File: src/rtl/cdb_writeback_controller_pkg.sv
// Shared widths, sizes and helpers for the CDB writeback controller.
package cdb_writeback_controller_pkg;

    localparam int NUM_REQ    = 3;
    localparam int TAG_W      = 3;
    localparam int DATA_W     = 16;
    localparam int REG_ADDR_W = 3;
    localparam int NUM_REGS   = 7;
    localparam int PTR_W      = $clog2(NUM_REQ);

    // Tag value meaning "no pending producer": register file holds the value.
    localparam logic [TAG_W-1:0] NO_TAG = 3'd0;

    // Extract requester idx's tag from the packed tag bus.
    function automatic logic [TAG_W-1:0] req_tag(
        input logic [NUM_REQ*TAG_W-1:0] tags,
        input logic [PTR_W-1:0]         idx
    );
        return tags[int'(idx)*TAG_W +: TAG_W];
    endfunction

    // Extract requester idx's result from the packed data bus.
    function automatic logic [DATA_W-1:0] req_data(
        input logic [NUM_REQ*DATA_W-1:0] data,
        input logic [PTR_W-1:0]          idx
    );
        return data[int'(idx)*DATA_W +: DATA_W];
    endfunction

endpackage

File: src/rtl/cdb_writeback_controller_rr_arbiter.sv
// Round-robin arbiter: grants the first valid requester after the last
// granted one. Grant is combinational; the pointer moves only on transfer.
module rr_arbiter #(
    parameter int NUM_REQ = 3,
    localparam int PTR_W  = $clog2(NUM_REQ)
) (
    input  logic               clock,
    input  logic               reset_n,
    input  logic [NUM_REQ-1:0] valid,
    input  logic               block,
    output logic [NUM_REQ-1:0] grant,
    output logic [PTR_W-1:0]   grant_idx
);

    logic [PTR_W-1:0] ptr_r;
    logic [PTR_W-1:0] cand_s;
    logic             found_s;

    // Scan requesters starting just after the pointer, wrapping once around.
    always_comb begin
        grant     = '0;
        grant_idx = ptr_r;
        found_s   = 1'b0;
        cand_s    = ptr_r;
        if (block) begin
            grant   = '0;
            found_s = 1'b0;
        end else begin
            for (int off = 0; off < NUM_REQ; off++) begin
                if (cand_s == PTR_W'(NUM_REQ - 1)) begin
                    cand_s = '0;
                end else begin
                    cand_s = cand_s + PTR_W'(1);
                end
                if (!found_s && valid[cand_s]) begin
                    found_s        = 1'b1;
                    grant[cand_s]  = 1'b1;
                    grant_idx      = cand_s;
                end else begin
                    found_s = found_s;
                end
            end
        end
    end

    // Remember the last granted index; a grant always means a transfer.
    always_ff @(posedge clock or negedge reset_n) begin
        if (!reset_n) begin
            ptr_r <= PTR_W'(NUM_REQ - 1);
        end else if (found_s) begin
            ptr_r <= grant_idx;
        end else begin
            ptr_r <= ptr_r;
        end
    end

endmodule

File: src/rtl/cdb_writeback_controller.sv
// CDB writeback controller: arbitrates FU results onto the CDB, tracks the
// producer tag of each FP register and writes the register file on a match.
module cdb_writeback_controller
    import cdb_writeback_controller_pkg::*;
(
    input  logic                      clock,
    input  logic                      reset_n,
    input  logic [NUM_REQ-1:0]        reqValid,
    input  logic [NUM_REQ*TAG_W-1:0]  reqTag,
    input  logic [NUM_REQ*DATA_W-1:0] reqData,
    output logic [NUM_REQ-1:0]        reqReady,
    input  logic                      issueValid,
    input  logic [REG_ADDR_W-1:0]     issueDest,
    input  logic [TAG_W-1:0]          issueTag,
    input  logic                      flush,
    input  logic [REG_ADDR_W-1:0]     qAddrA,
    input  logic [REG_ADDR_W-1:0]     qAddrB,
    output logic [TAG_W-1:0]          qTagA,
    output logic [TAG_W-1:0]          qTagB,
    output logic                      cdbValid,
    output logic [TAG_W-1:0]          cdbTag,
    output logic [DATA_W-1:0]         cdbData,
    output logic                      regWriteEnable,
    output logic [REG_ADDR_W-1:0]     regAddress,
    output logic [DATA_W-1:0]         regData,
    output logic                      tagMatchError
);

    logic [NUM_REQ-1:0]    grant_s;
    logic [PTR_W-1:0]      grant_idx_s;
    logic                  transfer_s;

    logic                  cdb_valid_r;
    logic [TAG_W-1:0]      cdb_tag_r;
    logic [DATA_W-1:0]     cdb_data_r;
    logic                  tag_match_error_r;

    // Entry 0 is never written so address 0 always reads as "no producer".
    logic [TAG_W-1:0]      status_r [0:NUM_REGS];

    logic [NUM_REGS:0]     match_s;
    logic [REG_ADDR_W-1:0] wr_idx_s;
    logic                  multi_s;
    logic                  err_set_s;

    rr_arbiter #(.NUM_REQ(NUM_REQ)) u_arb (
        .clock     (clock),
        .reset_n   (reset_n),
        .valid     (reqValid),
        .block     (flush),
        .grant     (grant_s),
        .grant_idx (grant_idx_s)
    );

    assign reqReady      = grant_s;
    assign transfer_s    = |(grant_s & reqValid);
    assign cdbValid      = cdb_valid_r;
    assign cdbTag        = cdb_tag_r;
    assign cdbData       = cdb_data_r;
    assign tagMatchError = tag_match_error_r;

    // CDB broadcast registers: load on transfer, otherwise drop valid and hold.
    always_ff @(posedge clock or negedge reset_n) begin
        if (!reset_n) begin
            cdb_valid_r <= 1'b0;
            cdb_tag_r   <= NO_TAG;
            cdb_data_r  <= 16'd0;
        end else if (flush) begin
            cdb_valid_r <= 1'b0;
            cdb_tag_r   <= cdb_tag_r;
            cdb_data_r  <= cdb_data_r;
        end else if (transfer_s) begin
            cdb_valid_r <= 1'b1;
            cdb_tag_r   <= req_tag(reqTag, grant_idx_s);
            cdb_data_r  <= req_data(reqData, grant_idx_s);
        end else begin
            cdb_valid_r <= 1'b0;
            cdb_tag_r   <= cdb_tag_r;
            cdb_data_r  <= cdb_data_r;
        end
    end

    // Compare the broadcast tag with every register's producer; pick the lowest hit.
    always_comb begin
        match_s  = 8'd0;
        wr_idx_s = 3'd0;
        for (int r = 1; r <= NUM_REGS; r++) begin
            if (cdb_valid_r && (cdb_tag_r != NO_TAG) && (status_r[r] == cdb_tag_r)) begin
                match_s[r] = 1'b1;
            end else begin
                match_s[r] = 1'b0;
            end
        end
        for (int r = NUM_REGS; r >= 1; r--) begin
            if (match_s[r]) begin
                wr_idx_s = REG_ADDR_W'(r);
            end else begin
                wr_idx_s = wr_idx_s;
            end
        end
    end

    // More than one hit leaves a bit set after clearing the lowest one.
    assign multi_s   = |(match_s & (match_s - 8'd1));
    assign err_set_s = cdb_valid_r && !flush && ((cdb_tag_r == NO_TAG) || multi_s);

    // Register-file write port, suppressed while flushing.
    always_comb begin
        regWriteEnable = 1'b0;
        regAddress     = 3'd0;
        regData        = 16'd0;
        if (!flush && (|match_s)) begin
            regWriteEnable = 1'b1;
            regAddress     = wr_idx_s;
            regData        = cdb_data_r;
        end else begin
            regWriteEnable = 1'b0;
        end
    end

    // Result-status table: flush clears all, issue beats a same-cycle clear.
    always_ff @(posedge clock or negedge reset_n) begin
        if (!reset_n) begin
            for (int r = 0; r <= NUM_REGS; r++) begin
                status_r[r] <= NO_TAG;
            end
        end else if (flush) begin
            for (int r = 0; r <= NUM_REGS; r++) begin
                status_r[r] <= NO_TAG;
            end
        end else begin
            status_r[0] <= NO_TAG;
            for (int r = 1; r <= NUM_REGS; r++) begin
                if (issueValid && (issueDest == REG_ADDR_W'(r))) begin
                    status_r[r] <= issueTag;
                end else if (match_s[r]) begin
                    status_r[r] <= NO_TAG;
                end else begin
                    status_r[r] <= status_r[r];
                end
            end
        end
    end

    // Sticky flag for a zero broadcast tag or an ambiguous multi-register match.
    always_ff @(posedge clock or negedge reset_n) begin
        if (!reset_n) begin
            tag_match_error_r <= 1'b0;
        end else if (err_set_s) begin
            tag_match_error_r <= 1'b1;
        end else begin
            tag_match_error_r <= tag_match_error_r;
        end
    end

    // Status read ports: current table contents, address 0 reads as no producer.
    always_comb begin
        qTagA = NO_TAG;
        qTagB = NO_TAG;
        if (qAddrA != 3'd0) begin
            qTagA = status_r[qAddrA];
        end else begin
            qTagA = NO_TAG;
        end
        if (qAddrB != 3'd0) begin
            qTagB = status_r[qAddrB];
        end else begin
            qTagB = NO_TAG;
        end
    end

endmodule

File: config.mk
export PLATFORM = sky130hd
export DESIGN_NAME = cdb_writeback_controller
export DESIGN_NICKNAME = d
export VERILOG_FILES = /design/src/rtl/cdb_writeback_controller_pkg.sv /design/src/rtl/cdb_writeback_controller_rr_arbiter.sv /design/src/rtl/cdb_writeback_controller.sv
export SDC_FILE = /design/constraint.sdc
export NUM_CORES = 1
export LEC_CHECK = 0
export CORE_MARGIN = 8
export CORE_UTILIZATION = 30
export DETAILED_ROUTE_END_ITERATION = 12
export PLACE_DENSITY = 0.65
export SLEW_MARGIN = 5
export SYNTH_ARGS = -nofsm -noshare
export SYNTH_HDL_FRONTEND = slang
export SYNTH_SLANG_ARGS = --single-unit
File: constraint.sdc
create_clock -name clock -period 4.55 [get_ports clock]
set_input_delay 1.1375 -clock clock [delete_from_list [all_inputs] [get_ports clock]]
set_output_delay 1.1375 -clock clock [all_outputs]
set_load 0.01 [all_outputs]
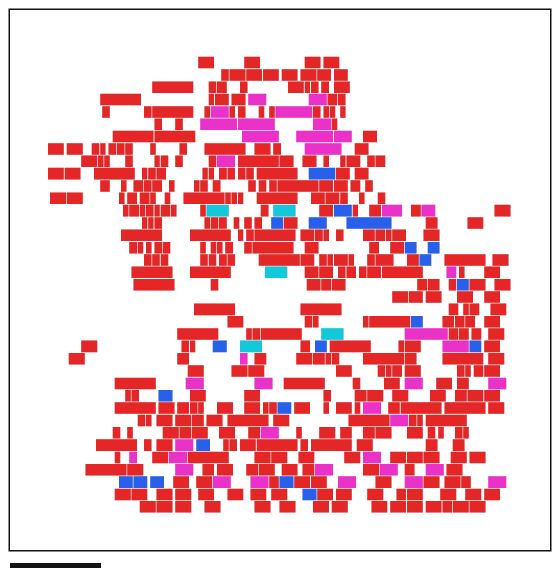
Figure 1: run 1, sizing map.
Scale bar: 20 microns.
Key: red = drive 1 or less [cells 414, most used clkdlybuf4s50_1]; blue = drive 3 to 4 [cells 21, most used and2_4]; magenta = drive 2 [cells 38, most used mux2_2]; cyan = drive 6 and up [cells 5, most used clkbuf_8]

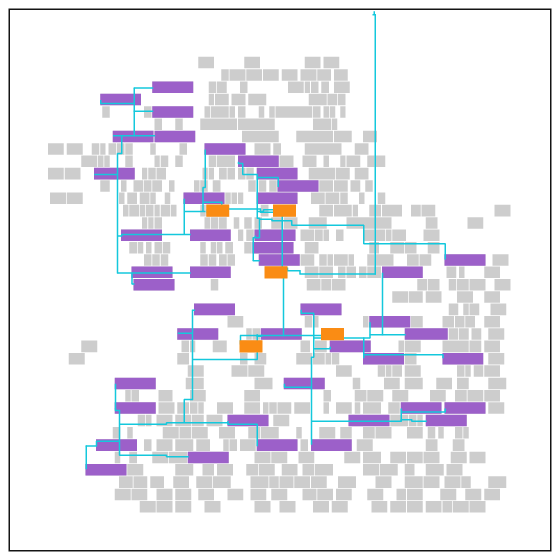
Figure 2: run 1, clock wires, drivers and flops.
Key: orange = cells driving clock nets [count 5]; cyan = clock wires [length 660 microns]; purple = flip-flops [count 44]
There are 6 routed clock nets.

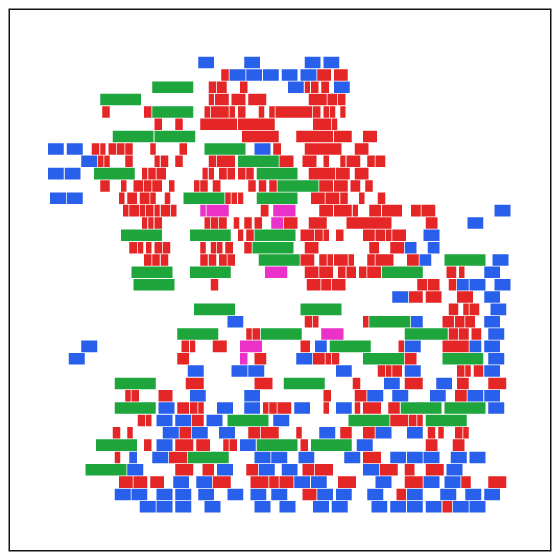
Figure 3: run 1, cell classes on the final placement.
Key: green = flip-flops [cells 44, share of their area 25%]; magenta = clock drivers and dummy loads [cells 8, share of their area 1.9%]; red = all other logic [cells 294, share of their area 44%]; blue = other buffers and delay cells [cells 132, share of their area 29%]

run 1: routing by layer:
layer,track usage [%],wire [microns],vias up
met2,26.6,5710,85
met3,2.31,587,8
met1,19.6,4670,1540
met4,4.19,121,0
li1,-,-,1534
met5,0,0,-
run 1: state kept, by name (all words and copies together), names as in the netlist:
register / flops
status_r: 21
cdbData: 16
cdbTag: 3
u_arb.ptr_r: 2
cdbValid: 1
tagMatchError: 1
run 1: kinds of logic after synthesis:
group                  Yosys count
AND/OR/NAND/NOR                141
AND-OR/OR-AND                   93
flip-flops                      44
multiplexers                    32
buffers and inverters           29
XOR/XNOR                        21
run 1: cells in the mapped netlist (all sizes together), types with 2 or more instances:
library cell / instances
inv: 7
o31ai: 2
nor2: 29
dfrtp: 43
xor2: 3
a32oi: 2
xnor2: 18
nand2b: 4
nor3: 4
mux4: 6
nand3: 30
o22ai: 4
o21ai: 2
and2: 16
a21oi: 50
nor2b: 9
nand2: 37
buf: 10
and3: 9
clkbuf: 12
mux2: 25
a221oi: 4
a22oi: 19
o21bai: 2
run 1: stage by stage:
| step | utilization (%) | area, sq um | setup slack, ns |
|---|---|---|---|
| 6_report | 44.9 | 4630 | 0.368 |
| 5_1_grt | 44.9 | 4630 | 0.257 |
| 4_1_cts | 44.9 | 4630 | 0.371 |
| 3_5_place_dp | 44.0 | 4550 | 0.369 |
| 3_3_place_gp | 44.0 | 4550 | 0.442 |
| 2_1_floorplan | - | 3180 | 1.28 |
run 1: worst max-delay path, cell delays in order:
cell and delay, ns:
clkdlybuf4s50_1 0.67, mux2_2 0.39, a221oi_1 0.26, a21oi_1 0.08, clkdlybuf4s50_1 0.51
run 1: report_power, final:
group	switching, uW	total, uW	internal (uW)
sequential	62.7	499	436
clock	145	253	108
combinational	263	583	320
==> ci_impl_report.md, run 1 <==
## PnR job results

| Metric | Value |
|---|---|
| Status | finished clean |
| Crit-path max FO | 8 |
| DRT Pass-1 Iters | 5 |
| Syn Nets | 436 |
| Reg2reg setup slack | 2.52 ns |
| DRC viols | 0 |
| Worst Setup EP | qTagB[0] |
| Root Buffer | clkbuf_8 |
| Tcrit/Tclk final | 91.9% |
| Largest cell class | combinational gates |
| Initial DRC Count | between 200 and 300 |
| Clock Sinks | 44 |
| Inst Count DP | around 610 |
| Tap Cells | 136 |
| # rows | 37 |
| Largest net degree at the start of global routing | about 45 |
| Max_slew headroom | 30.4% |
| Cell area after synthesis | 3180 sq um |
| Worst hold-check path type | flop to flop |
| Post-DP HPWL | 8.68 mm |
| Synth Seq Share | 34.6% |
| Seq area share | 23.8% |
| Chip Height | 119 microns |
| Fin Setup TNS | 0 ns |
| Vias in the first global route | 3213 |
| Cts hold-fix bufs | 0 |
| Sequential Area | 1100 sq um |
| IO Pins | 126 |
| Vias | 3167 |
| Top cell excl fill/tap | clkdlybuf4s50_1 |
| FP Util | between 30 and 40% |
| Synth Instances | ~360 |
| Drt wl/cell | 18.1 microns |
| AO/OA Area Share | between 10% and 20% |
| Inverter count | 7 |
| Total Routing Usage GR | 15.4% |
| PD cells | 288 nW/um^2 |
| Post-route insts no fill | between 600 and 700 |
| Hold path start | cdbData[5]$_DFFE_PN0P_ |
| Unrepaired setup endpoints after global routing | no |
| TritonCTS Buffers | 5 |
| Core area | 10300 sq um |
| Top cells by area | dfrtp_1, mux2_2, a21oi_1, xnor2_1, nand3_1 |
| Clk_lat worst skew | 0.30 ns |
| Total power | 1340 uW |
| Top Layout Cells | clkdlybuf4s50_1, a21oi_1, dfrtp_1, nand2_1, nand3_1 |
| Via/cell ratio | 5.16 |
| Syn_area_per_cell | around 8.8 sq um |
| Critical path arrival | 3.04 ns |
| Post-synthesis simple-gate area fraction | a little under a quarter |
| Setup CP Type | primary input to output port |
| # port buffers | between 100 and 150 |
| Synth-to-layout area growth | 45.5% |
| Clock network area share | 1.84% |
| First-pass GRT wire length | 17.9 mm |
| Total grt overflow | 0 |
| Die width | approximately 120 microns |
| Critical path required time | ~3.4 ns |
| Initial antenna violation count | 0 |
| Buffer share of cell area | 28.0% |
| Critical R2R Launch | u_arb.ptr_r[1]$_DFFE_PN1P_ |
| Post-CTS sizing | 0 |
| Reg2reg end | cdbTag[1]$_DFFE_PN0P_ |
| Max clock buf depth | 2 |
| Tightest Pin Transition | 1.04 ns |
| Synth flops | 44 |
| Top logic family | simple AND/OR/NAND/NOR gates |
| Non-Clock Buffer Count | 132 |
| Leak | 0.00176 uW |
| Final Max Slew Viols | 0 |
| TritonCTS clock tree | built |
| Combinational share of cell area | 42.1% |
| Final hold slack | roughly 0.55 ns |
| Number of logic gates | around 290 |
| CLK BUF | 6 |
| Layout cells sized above 1 | 13.4% |
| Hold path depth | 2 |
| Hold Path End | cdbData[5]$_DFFE_PN0P_ |
| Area reported by Yosys stat | 3180 sq um |
| Synth mux share | between 10% and 20% |
| Unique cell types | 44 |
| Yosys Warn Count | 0 |
| Final setup vio count | 0 |
| Max Freq | 239 MHz |
| Minimum clock period | 4.18 ns |
| Nets | 553 |
| Critical Path Start Type | primary input |
| Comb area | 1950 sq um |
| Post-CTS Setup Inserts | 0 |
| CTS clk-pin slew, worst paths | 0.09 ns |
| Dominant flop cell | dfrtp_1 |
| Die area | ~14000 sq um |
| RD Place Congestion | 0.837 |
| R2R depth | 6 |
## Run 2: what changed since run 1
==> constraint.sdc (replaced) <==
create_clock -name clock -period 4.55 [get_ports clock]
set_input_delay 0.91 -clock clock [delete_from_list [all_inputs] [get_ports clock]]
set_output_delay 0.91 -clock clock [all_outputs]
set_load 0.01 [all_outputs]
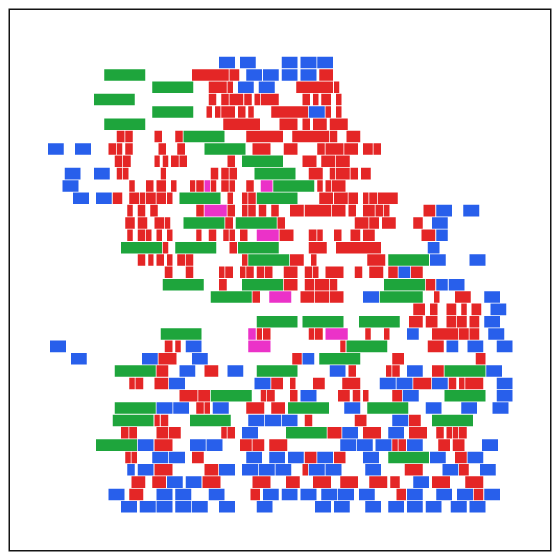
Figure 4: run 2, cell classes on the final placement.
Key: red = all other logic [cells 294, share of their area 44%]; blue = other buffers and delay cells [cells 132, share of their area 29%]; magenta = clock drivers and dummy loads [cells 8, share of their area 1.9%]; green = flip-flops [cells 44, share of their area 25%]

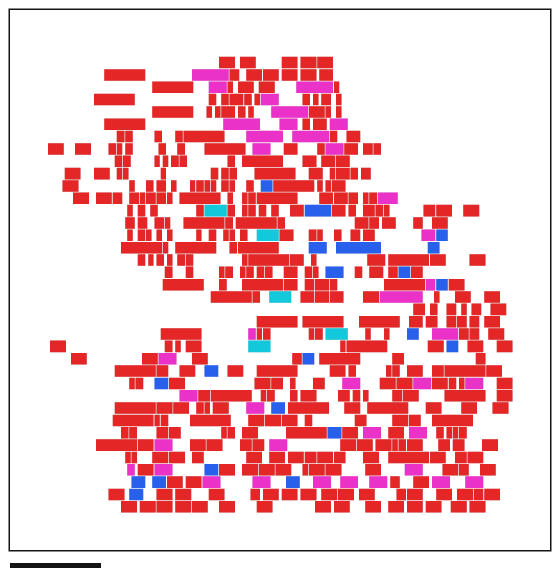
Figure 5: run 2, sizing map.
Scale bar: 20 microns.
Key: magenta = drive 2 [cells 38, most used mux2_2]; cyan = drive 6 and up [cells 5, most used clkbuf_8]; blue = drive 3 to 4 [cells 21, most used and2_4]; red = drive 1 or less [cells 414, most used clkdlybuf4s50_1]

==> run 2 against run 1 <==
Net effect:
- setup slack better by 0.40 ns
- sequential cell count unchanged
- count of clock-buffer cells in the layout unchanged
- synthesized cell count unchanged
- sequential share of layout area unchanged
- via count up 1.6%
- register-to-register slack about the same
- total power down 1.0%
- utilization unchanged
- design area unchanged
- area after synthesis unchanged
- routed wire length down 0.51%
==> ci_impl_report.md, run 2 <==
## PnR job results

| Metric | Value |
|---|---|
| Status | finished clean |
| Synth Seq Share | approximately a third |
| Dominant flop cell | dfrtp_1 |
| Max Freq | ~260 MHz |
| Post-synth top cells | a21oi_1, dfrtp_1, nand2_1 |
| Reg2reg end | cdbTag[1]$_DFFE_PN0P_ |
| Critical path arrival | 2.87 ns |
| Worst hold-check path type | flop to flop |
| Synth flops | 44 |
| Final Max Slew Viols | 0 |
| Die area | roughly 14000 sq um |
| Setup ws final | roughly 0.77 ns |
| Synth mux share | around 13% |
| Top cell excl fill/tap | clkdlybuf4s50_1 |
| Tightest Pin Transition | 0.988 ns |
| Syn Nets | 436 |
| Total Routing Usage GR | 15.4% |
| Largest net degree at the start of global routing | roughly 45 |
| Via/cell ratio | 5.24 |
| First-pass GRT wire length | 17.9 mm |
| DRT Pass-1 Iters | 6 |
| # port buffers | 125 |
| Hold Path End | cdbData[14]$_DFFE_PN0P_ |
| # rows | 37 |
| Yosys cell count | 360 |
| Top reg by flops | status_r |
| Final Hold Fails | 0 |
| Reg2reg setup slack | 2.51 ns |
| Nets | about 550 |
| PD cells | 285 nW/um^2 |
| Area reported by Yosys stat | 3180 sq um |
| CTS clk-pin slew, worst paths | around 0.080 ns |
| Unique cell types | about 44 |
| Critical path required time | 3.64 ns |
| Vias in the first global route | around 3300 |
| Minimum clock period | 3.78 ns |
| Crit path depth | 5 |
| Max clock buf depth | 2 |
| Cell area after synthesis | 3180 sq um |
| Setup CP Type | primary input to output port |
| Fin Setup TNS | 0 ns |
| Clk_lat worst skew | 0.30 ns |
| Critical path's slowest cell | clkdlybuf4s50_1 |
| Die width | about 120 microns |
| TritonCTS Buffers | 5 |
| Post-DP HPWL | 8.69 mm |
| Layout cells sized above 1 | 13.4% |
| Post-CTS sizing | 0 |
| Vias | 3218 |
| Root Buffer | clkbuf_8 |
| Final setup vio count | 0 |
| Post-synth EDFFs | 0 |
| Crit. End Element | output port |
| Filler instances | 1015 |
| Core area | 10300 sq um |
| Max-area cell share | 33.8% |
| TritonCTS clock tree | built |
| Critical Path Start Type | primary input |
| Syn_area_per_cell | roughly 8.8 sq um |
| Antenna fix cells | 0 |
| Unrepaired setup endpoints after global routing | no |
| ANT nets after route | 0 |
| DRC viols | 0 |
| CP max stage delay | 0.67 ns |
| R2R depth | 6 |
| Tcrit/Tclk final | between 80% and 90% |
| Synth Instances | 360 |
| CP delay by family, top | buffers and inverters |
| Chip Height | 119 microns |
| FP Util | 30.8% |
| Initial antenna violation count | 0 |
| Yosys adder share | 0% |
| Clock Sinks | 44 |
| RD Place Congestion | 0.812 |
| Synth-to-layout area growth | 45.5% |
| Post-CTS Setup Inserts | 0 |
| IO Pins | 126 |
| Top Layout Cells | clkdlybuf4s50_1, a21oi_1, dfrtp_1, nand2_1, nand3_1 |
| Most Frequent Cell on Critical Path | clkdlybuf4s50_1 |
| Max_slew headroom | 34.2% |
| Cell Chain, Critical Path | clkdlybuf4s50_1 -> mux2_2 -> a221oi_1 -> a21oi_1 -> clkdlybuf4s50_1 |
| Yosys Warn Count | 0 |
| Post-synthesis simple-gate area fraction | 22.6% |
| Place WS | between 0.7 and 0.8 ns |
| Fin Clk Skew | 0.0147 ns |
| Initial DRC Count | 331 |
| Hold path start | cdbData[14]$_DFFE_PN0P_ |
| Yosys top cell by instances | a21oi_1 |
| Cts hold-fix bufs | 0 |
| Top cells by area | dfrtp_1, mux2_2, a21oi_1, xnor2_1, nand3_1 |
| Core Util, Final | between 40 and 50% |
| Leak | 0.00176 uW |
| Max reg flops | 21 |
| Top logic family | simple AND/OR/NAND/NOR gates |
| Total grt overflow | 0 |
| Critical R2R Launch | u_arb.ptr_r[1]$_DFFE_PN1P_ |
| Hold path depth | 2 |
| AO/OA Area Share | between 10% and 20% |
| CP bufs+invs | 2 |
| Drt wl/cell | 18.0 microns |
| Crit-path max FO | 8 |
-- run 2: cell counts after synthesis --
No cell type changed its count.
-- run 2: layer usage --
metal | track usage (%) | part of all wire [%]
met1 | 18.6 | 42
met2 | 27.7 | 52
met3 | 2.50 | 4.7
met4 | 3.95 | 1.2
met5 | 0 | 0
-- run 2: worst max path at each step --
stage | startpoint | to
2_1_floorplan | qAddrA[1] | qTagA[2]
3_3_place_gp | qAddrB[1] | qTagB[2]
3_5_place_dp | qAddrA[1] | qTagA[1]
4_1_cts | qAddrA[1] | qTagA[1]
5_1_grt | qAddrA[1] | qTagA[1]
6_report | qAddrA[1] | qTagA[1]
-- run 2: per-stage QoR --
step,hold WS [ns],area (sq um),cells,total power (uW)
global route,0.613,4630,614,1410
finish,0.563,4630,614,1320
CTS,0.571,4630,614,1340
detailed placement,0.550,4550,606,1100
floorplan,0.552,3180,360,816
global placement,0.525,4550,606,1080
-- run 2: layout make-up --
cell class              instances  area (sq um)  area share [%]
repair buffers                132          1300            28.0
flip-flops and latches         44          1100            23.8
inverters                       7          26.3           0.567
clock inverters                 2          12.5           0.270
multi-input cells             287          1950            42.1
well taps                     136           170            3.67
clock buffers                   6          72.6            1.57
-- run 2: kinds of logic after synthesis --
logic type,after synthesis
AND/OR/NAND/NOR,141
AND-OR/OR-AND,93
flip-flops,44
multiplexers,32
buffers and inverters,29
XOR/XNOR,21
-- run 2: worst register-to-register path, delay by kind of cell, from the launching register on --
family / cells / cell delay (ns)
flip-flops: 1 / 0.60
AND-OR/OR-AND: 3 / 0.53
multiplexers: 1 / 0.38
buffers and inverters: 1 / 0.31
AND/OR/NAND/NOR: 1 / 0.08
-- run 2: where the power goes --
part	switching (uW)	internal [uW]	leakage, uW
registers	63.8	437	0.000555
clock network	133	107	0.0000412
logic	260	320	0.00116
No activity file was given, so power comes from the tool's default toggle rates.
